==> config.mk <==
export PLATFORM = sky130hd
export DESIGN_NAME = vector_compare_mask_packer_flat
export DESIGN_NICKNAME = d
export VERILOG_FILES = /design/src/rtl/vector_compare_mask_packer_pkg.sv /design/src/rtl/vector_compare_mask_packer_if.sv /design/src/rtl/vector_compare_mask_packer_lane_extract.sv /design/src/rtl/vector_compare_mask_packer.sv /design/src/flat_wrapper.sv
export SDC_FILE = /design/constraint.sdc
export NUM_CORES = 1
export LEC_CHECK = 0
export CELL_PAD_IN_SITES_DETAIL_PLACEMENT = 0
export CELL_PAD_IN_SITES_GLOBAL_PLACEMENT = 1
export CORE_MARGIN = 2
export CORE_UTILIZATION = 37
export CTS_BUF_LIST = sky130_fd_sc_hd__clkbuf_2 sky130_fd_sc_hd__clkbuf_4 sky130_fd_sc_hd__clkbuf_8
export CTS_CLUSTER_SIZE = 16
export DETAILED_ROUTE_END_ITERATION = 8
export PLACE_DENSITY = 0.94
export SLEW_MARGIN = 20
export SYNTH_ARGS = -nofsm -noshare
export SYNTH_HDL_FRONTEND = slang
export SYNTH_SLANG_ARGS = --single-unit
==> constraint.sdc <==
create_clock -name clk -period 10.15 [get_ports clk]
set_input_delay 3.045 -clock clk [delete_from_list [all_inputs] [get_ports clk]]
set_output_delay 3.045 -clock clk [all_outputs]
set_load 0.02 [all_outputs]
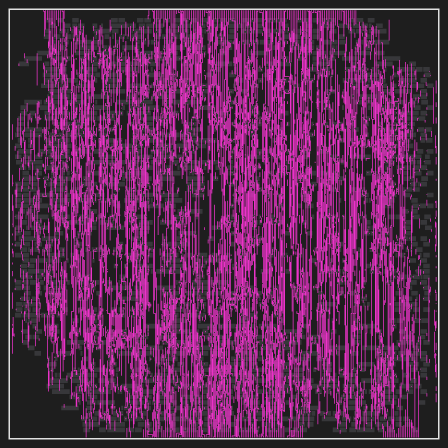
Run 1: the metal 2 layer
Cells faint in the background.
2,207 nets have wire on it. The layer holds 43% of the routed length. The wires run mostly vertical.
met2 usage: 0.5821
total wire length after detailed routing: 90,930 um
vias: 18,360

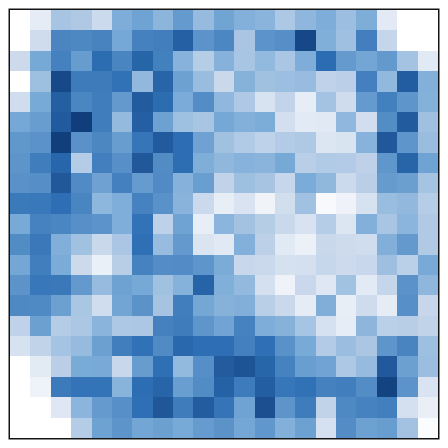
Run 1: local utilization
21 x 21 tiles, from white (low) to dark blue (high), 0 to 100% covered.
The densest ninth of the die: south. 8.8% of the tiles are over 75% full. The fullest tile reaches 94%. 3.4% of the tiles are nearly empty. The mean over all tiles is 46%.
core area: 0.04317 mm^2
fp_density: 0.3750

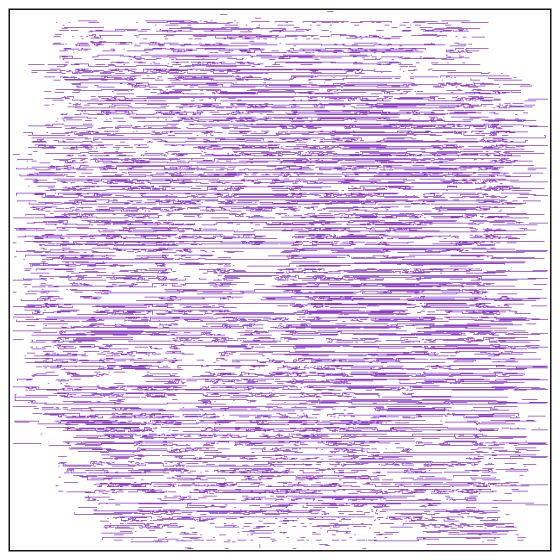
Run 1: met1 routing
The longest straight run is 131 um. The wires run mostly horizontal.
grt met1 use: 0.5359

==> impl_metrics.env, run 1 <==
# physical design summary
export IMPL_fin_ws_ps=2914
export IMPL_finalSetupViolCount=0
export IMPL_wire_per_inst_um=31.84
export IMPL_cts_htree_levels=2
export IMPL_flop_area_mm2=0.006556
export IMPL_r2r_cells=11
export IMPL_openroad_warnings=144
export IMPL_slowest_stage="nor2_1"
export IMPL_p_int_uw=2336
export IMPL_cts_setup_buffers=0
export IMPL_diodes=0
export IMPL_die_area_mm2=0.04545
export IMPL_crit_cells=14
export IMPL_cap_violations=0
export IMPL_synthCells=1884
export IMPL_synth_avg_cell_area_um2=8.594
export IMPL_ys_sh_adder=0.007883
export IMPL_finalSetupTns_ps=0
export IMPL_ys_warn_count=0
export IMPL_grt_pass1_wl_um=126900
export IMPL_cts_tree="done"
export IMPL_lay_top_cells="424 x clkdlybuf4s50_1, 262 x dfrtp_1, 252 x nor2_1"
export IMPL_cp_required_ps=10660
export IMPL_ys_sh_simple=0.1786
export IMPL_clkSinkCount=262
export IMPL_grt_max_degree=164
export IMPL_boundaryPins=539
export IMPL_ys_sh_xor=0.001005
export IMPL_rsz0062_at_grt="no"
export IMPL_seq_power_uw=1360
export IMPL_gp_congestion=1.020
export IMPL_switching_share=0.3854
export IMPL_logic_family="AND-OR/OR-AND gates"
export IMPL_top_cells_by_count="262 x dfrtp_1, 254 x nor2_1, 169 x a21oi_1"
export IMPL_antenna_found_initial=5
export IMPL_cts_buffer_depth=3
export IMPL_yosys_cells=1884
export IMPL_final_hold_viol_count=0
export IMPL_cts_repair_resized=0
export IMPL_async_flop_share=1.000
export IMPL_clk_pin_slew_ps=60
export IMPL_synthMuxAreaShare=0.01066
export IMPL_outcome="finished clean"
export IMPL_ys_ff=262
export IMPL_powerDensity_mw_per_mm2=174.3
export IMPL_critical_path_max_fanout=29
export IMPL_startpoint_type="input port"
export IMPL_yosys_area_mm2=0.01619
export IMPL_viasPerCell=6.428
export IMPL_place_hpwl_um=68220
export IMPL_top_area_frac=0.4049
export IMPL_floorplan_nets=2301
export IMPL_ys_types=95
export IMPL_cp_slowest_stage_delay_ps=740
export IMPL_yosys_area_share_aoi=0.3426
export IMPL_ctsRootBufferMaster="clkbuf_8"
export IMPL_final_nets=2657
export IMPL_ant_nets=0
export IMPL_worst_hold_path_type="flop to flop"
export IMPL_crit_chain="clkdlybuf4s50_1 > buf_4 > inv_1 > nor2_1 > and2_1 > fa_1 > ha_1 > inv_1 > fa_1 > nor3_1 > a31oi_2 > nor2_1 > a21oi_1 > o31ai_1"
export IMPL_setup_worst_path_end_class="flop"
export IMPL_worst_r2r_setup_slack_ps=5310
export IMPL_leakage_uw=0.008832
export IMPL_p_seq_frac=0.358
export IMPL_finalPower_uw=3802
export IMPL_fin_crit_ps=7236
export IMPL_whs_path_depth=1
export IMPL_maxPowerGroup="combinational logic"
export IMPL_post_route_period_util=0.7130
export IMPL_powerComb_uw=1400
## run 1: metal layers
metal / track usage / wire, um / up-vias / part of all wire
li1: - / - / 7810 / -
met1: 0.5359 / 37660 / 9091 / 0.41
met2: 0.5821 / 38940 / 1234 / 0.43
met3: 0.1037 / 10130 / 216 / 0.11
met4: 0.1715 / 4142 / 8 / 0.046
met5: 0 / 66 / - / 0.00073
## run 1: area by class of cell
cell class                 instances  area share
timing repair buffer             463      0.2089
clock inverter                    10    0.002925
tap                              585     0.03356
multi-input combinational       1415      0.4045
inverter                          51    0.008776
sequential                       262      0.3006
clock buffer                      70     0.04073
## run 1: metrics by stage
stage,cell area [um^2],cells,utilization
floorplan,16190,1884,-
global placement,20850,2776,0.4830
detailed placement,20850,2776,0.4830
CTS,21800,2856,0.5050
global route,21810,2856,0.5052
finish,21810,2856,0.5052
==> run 2, diff against run 1 <==
Settings changed: CORE_UTILIZATION 37 to 31, PLACE_DENSITY 0.94 to 0.84.
Clock period 10.15 ns to 5.9 ns, I/O delays scaled along.
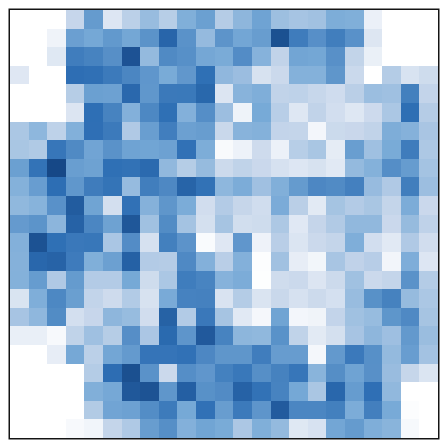
Run 2: local utilization
23 x 23 tiles, from white (low) to dark blue (high), 0 to 100% covered.
9.3% of the tiles are nearly empty. The mean over all tiles is 41%. 5.1% of the tiles are over 75% full.
final core occ: 0.4443
fp_density: 0.3143

==> run 2 against run 1 <==
- first-iteration DRC count is 8.7% higher
- design area is 4.9% higher
- register-to-register slack worse by 3800 ps
- via count is 2.2% higher
- area after synthesis stayed put
- sequential power is 71% higher
- clock skew is 18 ps lower
- non-clock buffer count is 114 higher
- flip-flop count stayed put
- power is 81% higher
- clock power is 92% higher
- synthesized cell count stayed put
- critical endpoint is now u_core.r_packed[90]
- largest power group unchanged
==> impl_metrics.env, run 2 <==
# physical design summary
export IMPL_outcome="finished clean"
export IMPL_cp_slowest_stage_delay_ps=940
export IMPL_clkSinkCount=262
export IMPL_grt_max_degree=137
export IMPL_cts_tree="done"
export IMPL_fin_ws_ps=487.8
export IMPL_finalSetupTns_ps=0
export IMPL_core_area_mm2=0.05151
export IMPL_openroad_warnings=142
export IMPL_ys_sh_adder=0.007883
export IMPL_setup_worst_path_end_class="flop"
export IMPL_wl_met1_um=40320
export IMPL_whs_path_depth=2
export IMPL_worst_r2r_setup_slack_ps=1500
export IMPL_leakage_uw=0.009456
export IMPL_die_area_mm2=0.05407
export IMPL_met1_usage=0.4810
export IMPL_grt_util_met2=0.5133
export IMPL_slowest_stage="nor2_2"
export IMPL_diodes=0
export IMPL_ys_warn_count=0
export IMPL_critical_path_max_fanout=19
export IMPL_cap_violations=0
export IMPL_powerDensity_mw_per_mm2=300.4
export IMPL_place_hpwl_um=74420
export IMPL_met2WireLength_um=41620
export IMPL_final_hold_viol_count=0
export IMPL_dr_wl_met3_um=10430
export IMPL_clk_pin_slew_ps=60
export IMPL_dr_total_vias=18760
export IMPL_post_route_period_util=0.9173
export IMPL_lay_top_cells="424 x clkdlybuf4s50_1, 262 x dfrtp_1, 253 x nor2_1"
export IMPL_finalPower_uw=6874
export IMPL_cts_repair_resized=0
export IMPL_gp_congestion=0.9986
export IMPL_fin_crit_ps=5412
export IMPL_placed_area_mm2=0.02182
export IMPL_worst_hold_path_type="flop to flop"
export IMPL_ys_ff=262
export IMPL_top_cells_by_count="262 x dfrtp_1, 254 x nor2_1, 169 x a21oi_1"
export IMPL_r2r_cells=12
export IMPL_ys_types=95
export IMPL_boundaryPins=539
export IMPL_cp_top_family="simple AND/OR/NAND/NOR gates"
export IMPL_wire_per_inst_um=31.35
export IMPL_ys_sh_xor=0.001005
export IMPL_finalSetupViolCount=0
export IMPL_final_nets=2772
export IMPL_placedCellCount=2985
export IMPL_crit_chain="clkdlybuf4s50_1 > nor2b_1 > and2_1 > fa_1 > ha_1 > inv_1 > fa_1 > nor4b_1 > a31oi_1 > nor2_2 > a31oi_1 > nor2_1"
export IMPL_top_area_frac=0.4049
export IMPL_ys_sh_simple=0.1786
export IMPL_yosys_cells=1884
export IMPL_final_cells=3067
export IMPL_floorplan_nets=2301
export IMPL_synth_avg_cell_area_um2=8.594
export IMPL_grt_pass1_wl_um=133300
export IMPL_cts_htree_levels=2
export IMPL_cts_setup_buffers=0
export IMPL_viasPerCell=6.116
export IMPL_synthMuxAreaShare=0.01066
export IMPL_crit_cells=12
export IMPL_ant_nets=0
export IMPL_stdcell_area_mm2=0.02289
export IMPL_grt_util_met3=0.09069
export IMPL_rsz0062_at_grt="no"
export IMPL_yosys_area_share_aoi=0.3426
export IMPL_async_flop_share=1.000
export IMPL_cts_buffer_depth=3
run 2: netlist changes by cell type in the layout (fill, tap and decap cells not counted), sizes merged:
cell	previous run	this run
buf	39	153
bufinv	0	4
clkbuf	70	68
clkinv	8	9
clkinvlp	0	1
inv	53	51
run 2: cell type report:
cell class              count  area [um^2]
flip-flops and latches    262         6556
multi-input cells        1415         8780
fillers                  5167        28620
clock inverters            14        202.7
repair buffers            577         5438
clock buffers              68        867.1
inverters                  51        191.4
well taps                 680        850.8
run 2: report_power, final:
part / internal [uW] / leakage [uW] / total [uW] / switching, uW
clock: 1130 / 0.000559 / 2000 / 870
combinational: 1040 / 0.00550 / 2540 / 1500
sequential: 2110 / 0.00340 / 2330 / 227
total: 4280 / 0.00946 / 6870 / 2600
Power and IR drop assume default switching activity.
